<file path="src/rtl/micro_simd_pkg.sv">
// Shared constants for the micro-SIMD lane ALU: opcodes, FSM encodings and
// NZCV bit positions inside each lane's flag nibble.
package micro_simd_pkg;

  localparam logic [2:0] OP_SADD = 3'b000;
  localparam logic [2:0] OP_SSUB = 3'b001;
  localparam logic [2:0] OP_SMUL = 3'b010;
  localparam logic [2:0] OP_SSFT = 3'b011;
  localparam logic [2:0] OP_SSFR = 3'b100;

  localparam logic [1:0] S_IDLE = 2'd0;
  localparam logic [1:0] S_MUL  = 2'd1;
  localparam logic [1:0] S_DONE = 2'd2;

  localparam int FLAG_N = 3;
  localparam int FLAG_Z = 2;
  localparam int FLAG_C = 1;
  localparam int FLAG_V = 0;

endpackage

</file>
<file path="src/rtl/micro_simd_lane.sv">
// One SIMD lane: combinational add/sub/shift/pass with NZCV generation and a
// single shift-add multiply step. The SMUL result is taken from the step output.
module micro_simd_lane
  import micro_simd_pkg::*;
#(
  parameter int LANE_W = 8,
  parameter int STEP_W = $clog2(LANE_W)
) (
  input  logic [LANE_W-1:0]   a,
  input  logic [LANE_W-1:0]   b,
  input  logic [2:0]          op,
  input  logic                sat,
  input  logic [STEP_W-1:0]   step,
  input  logic [2*LANE_W-1:0] acc,
  output logic [2*LANE_W-1:0] acc_next,
  output logic [LANE_W-1:0]   res,
  output logic [3:0]          flags
);

  localparam int M = LANE_W - 1;

  logic [LANE_W:0]     sum, diff;
  logic [2*LANE_W-1:0] shl, shr;
  logic                big, c, v;

  assign sum  = {1'b0, a} + {1'b0, b};
  assign diff = {1'b0, a} - {1'b0, b};
  // Widened shifts keep the bits pushed out of the lane for the carry flag.
  assign shl  = {{LANE_W{1'b0}}, a} << b;
  assign shr  = {a, {LANE_W{1'b0}}} >> b;
  assign big  = {1'b0, b} >= (LANE_W+1)'(LANE_W);

  assign acc_next = acc + (b[step] ? ({{LANE_W{1'b0}}, a} << step) : '0);

  always_comb begin
    res = b;
    c   = 1'b0;
    v   = 1'b0;
    case (op)
      OP_SADD: begin
        res = sum[M:0];
        c   = sum[LANE_W];
        v   = (a[M] == b[M]) && (sum[M] != a[M]);
        if (sat && c) res = '1;
      end
      OP_SSUB: begin
        res = diff[M:0];
        c   = ~diff[LANE_W];
        v   = (a[M] != b[M]) && (diff[M] != a[M]);
        if (sat && !c) res = '0;
      end
      OP_SMUL: begin
        res = acc_next[M:0];
        c   = |acc_next[2*LANE_W-1:LANE_W];
        if (sat && c) res = '1;
      end
      OP_SSFT: begin
        res = big ? '0 : shl[M:0];
        c   = big ? |a : |shl[2*LANE_W-1:LANE_W];
      end
      OP_SSFR: begin
        res = big ? '0 : shr[2*LANE_W-1:LANE_W];
        c   = big ? |a : |shr[M:0];
      end
      default: ;
    endcase
    flags         = '0;
    flags[FLAG_N] = res[M];
    flags[FLAG_Z] = (res == '0);
    flags[FLAG_C] = c;
    flags[FLAG_V] = v;
  end

endmodule

</file>
<file path="src/rtl/micro_simd_lane_alu.sv">
// Registered micro-SIMD ALU: LANES independent lanes behind a valid/ready
// handshake, with an iterative LANE_W-step multiply.
module micro_simd_lane_alu
  import micro_simd_pkg::*;
#(
  parameter int DATA_W = 32,
  parameter int LANE_W = 8
) (
  input  logic                         i_CLK,
  input  logic                         i_RST,
  input  logic                         i_VALID,
  output logic                         o_READY,
  input  logic [DATA_W-1:0]            i_SRC1,
  input  logic [DATA_W-1:0]            i_SRC2,
  input  logic [2:0]                   i_CTRL,
  input  logic                         i_SAT,
  output logic                         o_VALID,
  input  logic                         i_READY,
  output logic [DATA_W-1:0]            o_RES,
  output logic [4*(DATA_W/LANE_W)-1:0] o_FLAGS
);

  localparam int LANES  = DATA_W / LANE_W;
  localparam int STEP_W = $clog2(LANE_W);

  logic [1:0]                     state;
  logic [STEP_W-1:0]              cnt;
  logic [DATA_W-1:0]              a_q, b_q, a_sel, b_sel;
  logic                           sat_q, sat_sel, in_mul, accept;
  logic [2:0]                     op_sel;
  logic [LANES-1:0][LANE_W-1:0]   res_l, res_q;
  logic [LANES-1:0][3:0]          flg_l, flags_q;
  logic [LANES-1:0][2*LANE_W-1:0] acc, acc_nxt;

  assign in_mul  = (state == S_MUL);
  assign o_VALID = (state == S_DONE);
  assign o_READY = (state == S_IDLE) || ((state == S_DONE) && i_READY);
  assign accept  = i_VALID && o_READY;

  // Lanes see live inputs when accepting, captured operands while multiplying.
  assign a_sel   = in_mul ? a_q : i_SRC1;
  assign b_sel   = in_mul ? b_q : i_SRC2;
  assign op_sel  = in_mul ? OP_SMUL : i_CTRL;
  assign sat_sel = in_mul ? sat_q : i_SAT;

  for (genvar k = 0; k < LANES; k++) begin : g_lane
    micro_simd_lane #(.LANE_W(LANE_W), .STEP_W(STEP_W)) u_lane (
      .a        (a_sel[k*LANE_W +: LANE_W]),
      .b        (b_sel[k*LANE_W +: LANE_W]),
      .op       (op_sel),
      .sat      (sat_sel),
      .step     (cnt),
      .acc      (acc[k]),
      .acc_next (acc_nxt[k]),
      .res      (res_l[k]),
      .flags    (flg_l[k])
    );
  end

  always_ff @(posedge i_CLK) begin
    if (i_RST) begin
      state   <= S_IDLE;
      cnt     <= '0;
      acc     <= '0;
      a_q     <= '0;
      b_q     <= '0;
      sat_q   <= 1'b0;
      res_q   <= '0;
      flags_q <= '0;
    end else begin
      case (state)
        S_MUL: begin
          acc <= acc_nxt;
          // Final step's sum is loaded directly, giving LANE_W+1 total latency.
          if (cnt == STEP_W'(LANE_W - 1)) begin
            res_q   <= res_l;
            flags_q <= flg_l;
            state   <= S_DONE;
          end else begin
            cnt <= cnt + 1'b1;
          end
        end
        default: begin
          if (accept) begin
            a_q   <= i_SRC1;
            b_q   <= i_SRC2;
            sat_q <= i_SAT;
            if (i_CTRL == OP_SMUL) begin
              state <= S_MUL;
              cnt   <= '0;
              acc   <= '0;
            end else begin
              res_q   <= res_l;
              flags_q <= flg_l;
              state   <= S_DONE;
            end
          end else if (state == S_DONE && i_READY) begin
            state <= S_IDLE;
          end
        end
      endcase
    end
  end

  assign o_RES   = res_q;
  assign o_FLAGS = flags_q;

endmodule

</file>
<file path="config.mk">
export PLATFORM = sky130hd
export DESIGN_NAME = micro_simd_lane_alu
export DESIGN_NICKNAME = d
export VERILOG_FILES = /design/src/rtl/micro_simd_pkg.sv /design/src/rtl/micro_simd_lane.sv /design/src/rtl/micro_simd_lane_alu.sv
export SDC_FILE = /design/constraint.sdc
export NUM_CORES = 1
export LEC_CHECK = 0
export ABC_AREA = 1
export CAP_MARGIN = 20
export CORE_UTILIZATION = 40
export DETAILED_ROUTE_END_ITERATION = 12
export MAX_ROUTING_LAYER = met4
export PLACE_DENSITY = 0.65
export SYNTH_ARGS = -nofsm -noshare
export SYNTH_HDL_FRONTEND = slang
export SYNTH_HIERARCHICAL = 1
export SYNTH_SLANG_ARGS = --single-unit
</file>
<file path="constraint.sdc">
create_clock -name i_CLK -period 4.45 [get_ports i_CLK]
set_input_delay 0.6675 -clock i_CLK [delete_from_list [all_inputs] [get_ports i_CLK]]
set_output_delay 0.6675 -clock i_CLK [all_outputs]
set_load 0.03 [all_outputs]
</file>
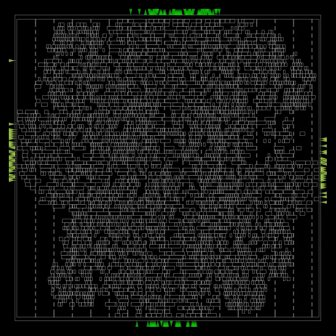
*Placement view, run 1*
TAP cells: 672
core area: 50500 sq um
Seq area share: 14.5%
Filler cells: 5409
row count: 82

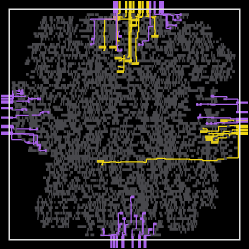
*Wires at chosen ports, followed through buffers, run 1*
Scale: 1 px per um.
port	color	direction	edge	end cells	wire
i_SRC1	purple	input	10 left, 10 bottom, 8 top, 4 right	64	1030 um
o_FLAGS	yellow	output	10 top, 6 right	16	784 um
I/O Pins: 122
Port Buf Inserts: 121

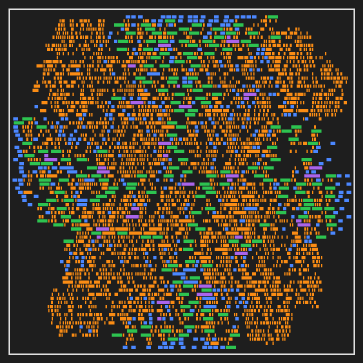
*Cell classes on the final placement, run 1*
Scale: 1.5 px per um.
class	color	cells
combinational and other logic	orange	3289
remaining buffers and delay cells	blue	373
clock drivers and dummy loads	purple	32
sequential cells	green	182

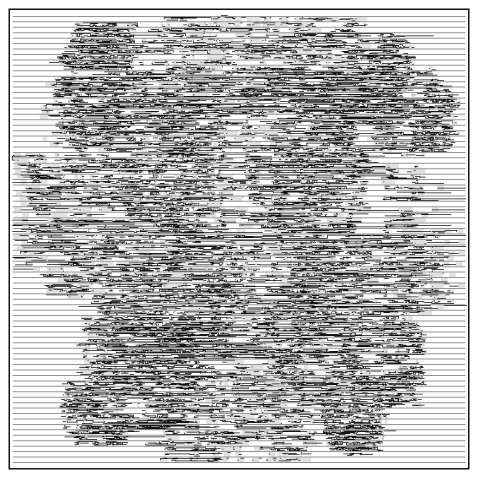
*Met1 routing, run 1*
Scale: 2 px per um. Supply wires on this layer in gray. Cells faint in the background.
longest straight run	80.5 um
wire length on this layer	33.5 mm
share of all routed wire	47%
Routed Wire Length: 70.5 mm
met1 Use GR: 36.1%

==> flow_summary.json, run 1 <==
{
  "grt_use_met3_pct": 3.16,
  "viasPerCell": 5.21,
  "nonClkBufAreaFrac_pct": 13.1,
  "drive_gt1_share_pct": 13.8,
  "p_switching_mw": 2.45,
  "min_path_type": "reg -> reg",
  "ys.warnings.count": 6,
  "route.met2.wl_mm": 31.1,
  "crit_start": "state[1]",
  "crit_end": "o_RES[17]",
  "syn-num-nets": 3822,
  "hold_path_depth": 2,
  "edf_count": 0,
  "finClkSkew_ps": 13.8,
  "die_height_um": 229,
  "r2r_slack_ps": 290,
  "clock.fmax_ghz": 0.240,
  "top_power_group": "combinational cells",
  "p_int_mw": 3.56,
  "path_class": "reg -> reg",
  "first_global_vias": 20900,
  "netSwitchingFraction_pct": 40.7,
  "place_inst": 4499,
  "critPathLaunchType": "flip-flop",
  "fp-utilization_pct": 40.8,
  "n_antenna_cell": 1,
  "area_leaders": "nand2_1 20%, dfxtp_1 18%, inv_1 8.9%, ha_1 7.7%, a21oi_1 7.3%",
  "ys_sh_simple_pct": 39.6,
  "post_cts_resized": 6,
  "area_delta_synth_final_pct": 22.6,
  "synthArstFlopShare_pct": 0,
  "p_comb_share_pct": 42.1,
  "clock_cell_area_share_pct": 2.52,
  "xor_share_pct": 2.38,
  "warnings": 59,
  "netlist.area_leader.share_pct": 20.1,
  "nMultiInputCombCells": 2787,
  "synth_stat.cells": 3612,
  "fa_ha_area_share_pct": 8.82,
  "synth_cell_types": 50,
  "clk_latency_ps": 490,
  "cts-buffers-inserted": 17,
  "chipWidth_um": 229,
  "cts_hold_buf": 0,
  "r2r_start": "state[1]",
  "p_leak_nw": 12.8,
  "syn_avg_cell_area_sq_um": 5.70,
  "clock_path_buffers": 2,
  "grt_util_met2_pct": 40.2,
  "slowest_delay_ps": 370,
  "status": "finished clean",
  "first_pass_iters": 6,
  "arrival_ps": 4550,
  "final_cells": 4549,
  "drt_iter0_drc": 2116,
  "maxCapViolations": 0,
  "cts_setup_buffers": 0,
  "flop_cell": "dfxtp_1",
  "fin_ws_ps": 289,
  "clkSinkCount": 182,
  "tritoncts": "yes",
  "slew_headroom_pct": 29.4,
  "final_cell_area_sq_um": 25300,
  "syn_area_sq_um": 20600,
  "largestClassByArea": "combinational gates",
  "grt_setup_unrepaired": "yes",
  "syn_inst": 3612,
  "cpMostUsedCell": "nand2_1",
  "routed_wire_length_per_instance_um": 15.5,
  "route.vias.total": 23700,
  "finalSetupTns_ps": 0,
  "final_util_pct": 50.0,
  "yosys.stat.seqShare_pct": 17.7,
  "finalClockPeriodUsage_pct": 93.5,
  "comb_power_mw": 2.53,
  "totalPowerFinal_mw": 6.01,
  "powerDensity_nw_per_um2": 238,
  "mi_logic_area_sq_um": 14900,
  "synthTopLogicFamily": "simple AND/OR/NAND/NOR gates",
  "hold_path_end": "b_q[4]",
  "seq_area_sq_um": 3650,
  "end_kind": "flip-flop",
  "ant_nets": 0,
  "critPathSlowestCell": "dfxtp_4",
  "finalCriticalPeriod_ps": 4160,
  "grt_usage_pct": 26.2,
  "r2r_cells": 29,
  "dieArea_sq_um": 52400,
  "pg_seq_mw": 1.80,
  "dp_hpwl_mm": 52.6
}
[run 1: synthesized netlist by cell type (3+ instances only)]
master / count
buf_2: 47
nand3_2: 17
nand4_1: 31
inv_1: 488
dfxtp_1: 182
clkinv_1: 7
nor3_2: 4
or2_1: 3
a211oi_1: 3
inv_2: 7
nor3_1: 31
mux2i_1: 4
buf_8: 3
xor2_1: 52
a221oi_1: 5
or2_2: 4
buf_6: 4
buf_1: 7
nand3_1: 178
a31oi_1: 13
o21ai_1: 8
nand4_2: 6
o21ai_0: 284
a21oi_1: 301
xnor2_1: 4
nand2_4: 8
a22oi_1: 4
a21oi_2: 13
fa_1: 12
buf_4: 21
and2_1: 18
nand3b_1: 61
o31ai_1: 4
o211ai_1: 49
nor2_2: 27
nand2_1: 1105
o21bai_1: 11
nor4_1: 13
nor2_1: 328
ha_1: 126
nand2_2: 47
clkbuf_1: 60
[run 1: placed cells by master (no fill, tap or decap), drive strengths merged, types with 4 or more instances in the layout]
cell type	n
clkbuf	23
nand2	1161
buf	247
a22oi	4
nor4	13
o21bai	11
nand3	195
inv	502
and2	18
nand3b	61
a31oi	13
mux2i	4
or2	9
xor2	52
nor2	355
a21oi	314
dfxtp	182
nor3	35
o211ai	49
o31ai	5
clkdlybuf4s50	120
o21ai	294
fa	12
clkinv	11
ha	126
xnor2	4
a221oi	5
nand4	37
[run 1: worst max-delay path, delay by kind of cell (launching register included)]
| family | cells | cell delay (ps) |
|---|---|---|
| DFF | 1 | 370 |
| buffers and inverters | 6 | 690 |
| adders and majority gates | 1 | 330 |
| AOI/OAI and AO/OA | 4 | 860 |
| and+or+nand+nor | 18 | 1800 |
==> inputs of run 2 (changes only) <==
- CORE_ASPECT_RATIO: unset -> 0.75
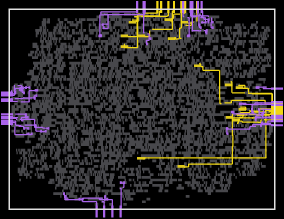
*Wires at chosen ports, followed through buffers, run 2*
Scale: 1 px per um.
port	color	direction	edge	end cells	wire
i_SRC1	purple	input	11 left, 9 top, 8 right, 4 bottom	64	1080 um
o_FLAGS	yellow	output	9 right, 7 top	16	1020 um

==> flow_summary.json, run 2 <==
{
  "clock.fmax_ghz": 0.239,
  "dp_hpwl_mm": 56.4,
  "grt_use_met3_pct": 5.43,
  "grt_util_met2_pct": 36.4,
  "ios": 122,
  "cp_max_fo": 19,
  "slowest_delay_ps": 340,
  "fp-utilization_pct": 40.8,
  "drc": 0,
  "place_inst": 4543,
  "slew_headroom_pct": 29.8,
  "critPathSlowestCell": "dfxtp_2",
  "place_congestion": 1.02,
  "synth_stat.cells": 3612,
  "maxCapViolations": 0,
  "grt_start_max_net_pins": 83,
  "clock_path_buffers": 2,
  "io_buffers": 121,
  "routed_wire_length_per_instance_um": 15.9,
  "most_common_cell": "nand2_1",
  "synthTopCellsByCount": "1105 x nand2_1, 488 x inv_1, 328 x nor2_1, 301 x a21oi_1, 284 x o21ai_0",
  "final-hold-violation-count": 0,
  "synth_cell_types": 50,
  "ys.warnings.count": 6,
  "path_class": "reg -> reg",
  "cts-buffers-inserted": 17,
  "yosys.stat.seqShare_pct": 17.7,
  "final_cell_mix": "1070 x nand2_1, 486 x inv_1, 310 x nor2_1, 293 x buf_4, 287 x a21oi_1",
  "syn_inst": 3612,
  "flop_cell": "dfxtp_1",
  "viasPerCell": 5.19,
  "ant_nets": 0,
  "clockRootBuffer": "clkbuf_16",
  "syn-num-nets": 3822,
  "clkSinkCount": 182,
  "finalCriticalPeriod_ps": 4180,
  "tritoncts": "yes",
  "clk_latency_ps": 470,
  "die_height_um": 199,
  "netlist.area_leader.share_pct": 20.1,
  "cts_max_level": 4,
  "status": "finished clean",
  "chipWidth_um": 264,
  "finalSetupTns_ps": 0,
  "n_antenna_cell": 0,
  "totalPowerFinal_mw": 5.94,
  "area_leaders": "nand2_1 20%, dfxtp_1 18%, inv_1 8.9%, ha_1 7.7%, a21oi_1 7.3%",
  "setup_violations": 0,
  "critPathLaunchType": "flip-flop",
  "syn_avg_cell_area_sq_um": 5.70,
  "finClkSkew_ps": 15.0,
  "dp_slack_ps": -169,
  "powerDensity_nw_per_um2": 231,
  "dieArea_sq_um": 52400,
  "cpMostUsedCell": "nand2_2",
  "largest_register_ff_count": 64,
  "lay_top_count": "nand2_1",
  "area_delta_synth_final_pct": 24.9,
  "end_kind": "flip-flop",
  "fin_ws_ps": 266,
  "antenna_found_initial": 1,
  "route.vias.total": 23800,
  "grt_usage_pct": 27.5,
  "first_global_vias": 20500,
  "ys_ff": 182,
  "p_leak_nw": 12.9,
  "finalClockPeriodUsage_pct": 94.0,
  "final_cells": 4586,
  "drive_gt1_share_pct": 15.8,
  "synthArstFlopShare_pct": 0,
  "first_pass_iters": 6,
  "edf_count": 0,
  "warnings": 58,
  "tightest_slew_ps": 1050,
  "min_path_type": "reg -> reg",
  "regMostFlops": "acc",
  "wl_mm": 72.8,
  "arrival_ps": 4540,
  "syn_area_sq_um": 20600,
  "gr-usage-met1_pct": 42.3,
  "route.met2.wl_mm": 28.1,
  "drt_iter0_drc": 2447,
  "grt-ovfl-total": 0,
  "placed_cell_area_sq_um": 24200,
  "busiest_layer": "met1"
}
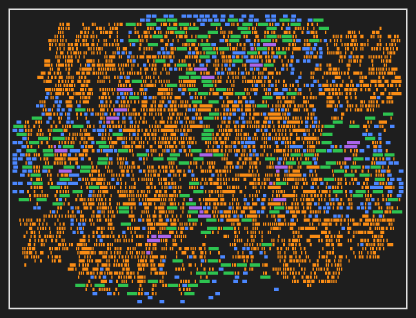
*Cell classes on the final placement, run 2*
Scale: 1.5 px per um.
class	color	cells
remaining buffers and delay cells	blue	431
sequential cells	green	182
clock drivers and dummy loads	purple	28
combinational and other logic	orange	3288
row count: 71
core area: 50500 sq um
final core utilization: 51.0%
Seq area share: 14.2%
Finished Cell Area: 25700 sq um

==> run 2: path summary, 6_finish.rpt <==
path / slack [ps] / from / depth (start not counted) / end
setup / recovery: 270 / state[1] / 32 / o_RES[15]
setup reg to reg: 270 / state[1] / 32 / o_RES[15]
hold reg to reg: 450 / a_q[16] / 2 / a_q[16]
hold / removal: 450 / a_q[16] / 2 / a_q[16]
==> run 2: final cells by class <==
cell class | count | area [sq um]
Fill cell | 5290 | 24700
Multi-Input combinational cell | 2786 | 15100
Timing Repair Buffer | 431 | 3730
Sequential cell | 182 | 3650
Inverter | 502 | 1890
Tap cell | 657 | 822
Clock buffer | 18 | 439
Clock inverter | 10 | 103
==> run 2: report_power, final <==
| part | switching, mW | internal, mW |
|---|---|---|
| sequential | 0.0573 | 1.74 |
| combinational | 1.63 | 1.02 |
| clock | 0.718 | 0.779 |
| total | 2.40 | 3.54 |
==> run 2: logic make-up after synthesis <==
logic type               Yosys count  share of synthesized area, %
AND/OR/NAND/NOR                 1883                          39.6
multiplexers                       4                         0.194
buffers and inverters            644                          12.7
XOR/XNOR                          56                          2.38
adder cells (fa/ha/maj)          138                          8.82
flip-flops                       182                          17.7
AND-OR/OR-AND                    705                          18.6
==> run 2: worst max-delay path: cells and delay by family (launching register included) <==
family	cells	cell delay, ps
AND/OR/NAND/NOR	18	1630
AND-OR/OR-AND	5	970
buffers and inverters	8	850
flip-flops	1	340
adder cells (fa/ha/maj)	1	290
==> run 2: what timing repair did <==
| item | in CTS | in global routing |
|---|---|---|
| endpoints found under the setup margin | 0 | 44 |
| setup buffers | 0 | 11 |
| hold endpoints to repair | 0 | 0 |
| hold buffers | 0 | 0 |
| resized | 0 | 259 |
==> inputs of run 3 (changes only) <==
==> constraint.sdc (replaced) <==
create_clock -name i_CLK -period 4.45 [get_ports i_CLK]
set_input_delay 0.6675 -clock i_CLK [delete_from_list [all_inputs] [get_ports i_CLK]]
set_output_delay 0.6675 -clock i_CLK [all_outputs]
set_load 0.02 [all_outputs]
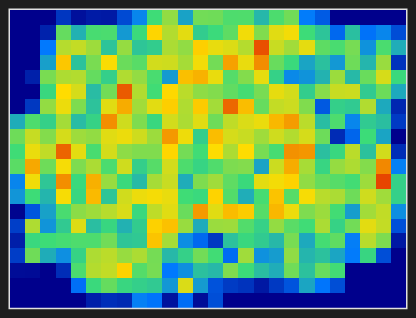
*Cell area per tile, run 3*
Scale: 1.5 px per um. The die is cut into 26 by 20 equal tiles; dark blue is low, red is high, 0 to 100% covered.
nearly empty tiles	9.8%
fullest tile	92%
tiles over 75% full	8.1%
mean over tiles	48%
initial core utilization: 40.8%

==> flow_summary.json, run 3 <==
{
  "antenna_found_initial": 1,
  "tritoncts": "yes",
  "busiest_layer": "met1",
  "drive_gt1_share_pct": 15.8,
  "comb_power_mw": 2.61,
  "r2r_slack_ps": 270,
  "syn-num-nets": 3822,
  "p_leak_nw": 12.9,
  "grt_use_met3_pct": 5.43,
  "netSwitchingFraction_pct": 40.0,
  "path_class": "reg -> reg",
  "critPathLaunchType": "flip-flop",
  "fin_ws_ps": 266,
  "setup_violations": 0,
  "hp-start": "a_q[16]",
  "critPathBufInv": 8,
  "dp_hpwl_mm": 56.4,
  "first_pass_iters": 6,
  "regMostFlops": "acc",
  "route.met2.wl_mm": 28.1,
  "largest_register_ff_count": 64,
  "grt-ovfl-total": 0,
  "r2r_cells": 32,
  "p_seq_share_pct": 30.4,
  "viasPerCell": 5.19,
  "cp_max_fo": 19,
  "synthTopLogicFamily": "simple AND/OR/NAND/NOR gates",
  "syn_area_sq_um": 20600,
  "most_common_cell": "nand2_1",
  "final-hold-violation-count": 0,
  "lay_top_count": "nand2_1",
  "min_path_type": "reg -> reg",
  "grt_util_met2_pct": 36.4,
  "core_sq_um": 50500,
  "cpMostUsedCell": "nand2_2",
  "mux_share_pct": 0.194,
  "slowest_delay_ps": 340,
  "clk_latency_ps": 470,
  "routed_wire_length_per_instance_um": 15.9,
  "final_cell_area_sq_um": 25700,
  "dieArea_sq_um": 52400,
  "warnings": 58,
  "slew_headroom_pct": 29.8,
  "ys_ff": 182,
  "clock_path_buffers": 2,
  "finalClockPeriodUsage_pct": 94.0,
  "syn_inst": 3612,
  "grt_usage_pct": 27.5,
  "n_antenna_cell": 0,
  "wl_mm": 72.8,
  "ios": 122,
  "p_int_mw": 3.54,
  "netlist.area_leader.share_pct": 20.1,
  "ys.warnings.count": 6,
  "p_comb_share_pct": 44.2,
  "ant_nets": 0,
  "grt_start_max_net_pins": 83,
  "xor_share_pct": 2.38,
  "chipWidth_um": 264,
  "status": "finished clean",
  "clock.fmax_ghz": 0.239,
  "hold_path_depth": 2,
  "fa_ha_area_share_pct": 8.82,
  "end_kind": "flip-flop",
  "powerClk_mw": 1.50,
  "p_switching_mw": 2.37,
  "drt_iter0_drc": 2447,
  "hold_path_end": "a_q[16]",
  "first_global_vias": 20500,
  "synth_stat.cells": 3612,
  "gr-usage-met1_pct": 42.3,
  "maxCapViolations": 0,
  "cts-buffers-inserted": 17,
  "place_congestion": 1.02,
  "pg_seq_mw": 1.80,
  "r2r-end": "o_RES[15]",
  "clkPwrFrac_pct": 25.4,
  "clkSinkCount": 182,
  "route.vias.total": 23800,
  "tightest_slew_ps": 1050,
  "yosys.stat.seqShare_pct": 17.7,
  "final_cell_mix": "1070 x nand2_1, 486 x inv_1, 310 x nor2_1, 293 x buf_4, 287 x a21oi_1",
  "syn_avg_cell_area_sq_um": 5.70,
  "clockRootBuffer": "clkbuf_16",
  "synthTopCellsByCount": "1105 x nand2_1, 488 x inv_1, 328 x nor2_1, 301 x a21oi_1, 284 x o21ai_0",
  "cp_top_family": "simple AND/OR/NAND/NOR gates",
  "critPathSlowestCell": "dfxtp_2",
  "ys_sh_simple_pct": 39.6,
  "flop_cell": "dfxtp_1",
  "area_leaders": "nand2_1 20%, dfxtp_1 18%, inv_1 8.9%, ha_1 7.7%, a21oi_1 7.3%",
  "top_power_group": "combinational cells",
  "io_buffers": 121,
  "die_height_um": 199,
  "cts_max_level": 4
}
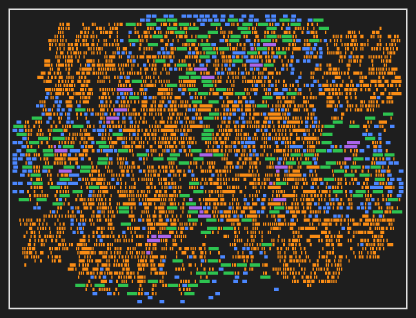
*Cell classes on the final placement, run 3*
Scale: 1.5 px per um.
class	color	cells
sequential cells	green	182
remaining buffers and delay cells	blue	431
combinational and other logic	orange	3288
clock drivers and dummy loads	purple	28

## run 3: timing repair
| item | in CTS | in global routing |
|---|---|---|
| resized | 0 | 259 |
| setup endpoints to repair | 0 | 44 |
| buffers inserted | 0 | 11 |
## run 3: final cells by class
class	count	area [sq um]	share of cell area (%)
Multi-Input combinational cell	2786	15100	58.7
Timing Repair Buffer	431	3730	14.5
Sequential cell	182	3650	14.2
Inverter	502	1890	7.34
Tap cell	657	822	3.19
Clock buffer	18	439	1.71
Clock inverter	10	103	0.399
## run 3: worst register-to-register path, delay by kind of cell, from the launching register on
family	cells	cell delay [ps]
fa+ha+maj	1	290
flops	1	340
buf+inv	8	850
simple gates	18	1630
compound gates	5	970
## run 3: cell families (layout without fill, tap and decap cells)
kind of cell	count (synthesis)	count (layout)
AOI/OAI and AO/OA	705	705
muxes	4	4
DFF	182	182
xor gates and xnor gates	56	56
adders and majority gates	138	138
and+or+nand+nor	1883	1883
buffers and inverters	644	961
## run 3: metrics by stage
step	cells	utilization [%]	hold slack [ps]	power, mW	TNS [ps]
2_1_floorplan	3612	-	425	3.35	0
3_3_place_gp	4543	47.9	433	4.27	-1810
3_5_place_dp	4543	47.9	438	4.26	-1980
4_1_cts	4571	49.0	448	5.77	0
5_1_grt	4586	51.0	465	6.28	-51.7
6_report	4586	51.0	448	5.91	0
## run 3: worst max-delay path by stage
stage	startpoint	endpoint	cells past startpoint
finish	state[1]	o_RES[15]	32
global route	state[1]	o_FLAGS[2]	36
CTS	state[0]	o_FLAGS[10]	33
floorplan	state[0]	o_FLAGS[14]	37
detailed placement	i_SRC2[30]	o_FLAGS[14]	34
global placement	i_SRC1[14]	o_RES[15]	30
Power is estimated from default activity; no workload was simulated.
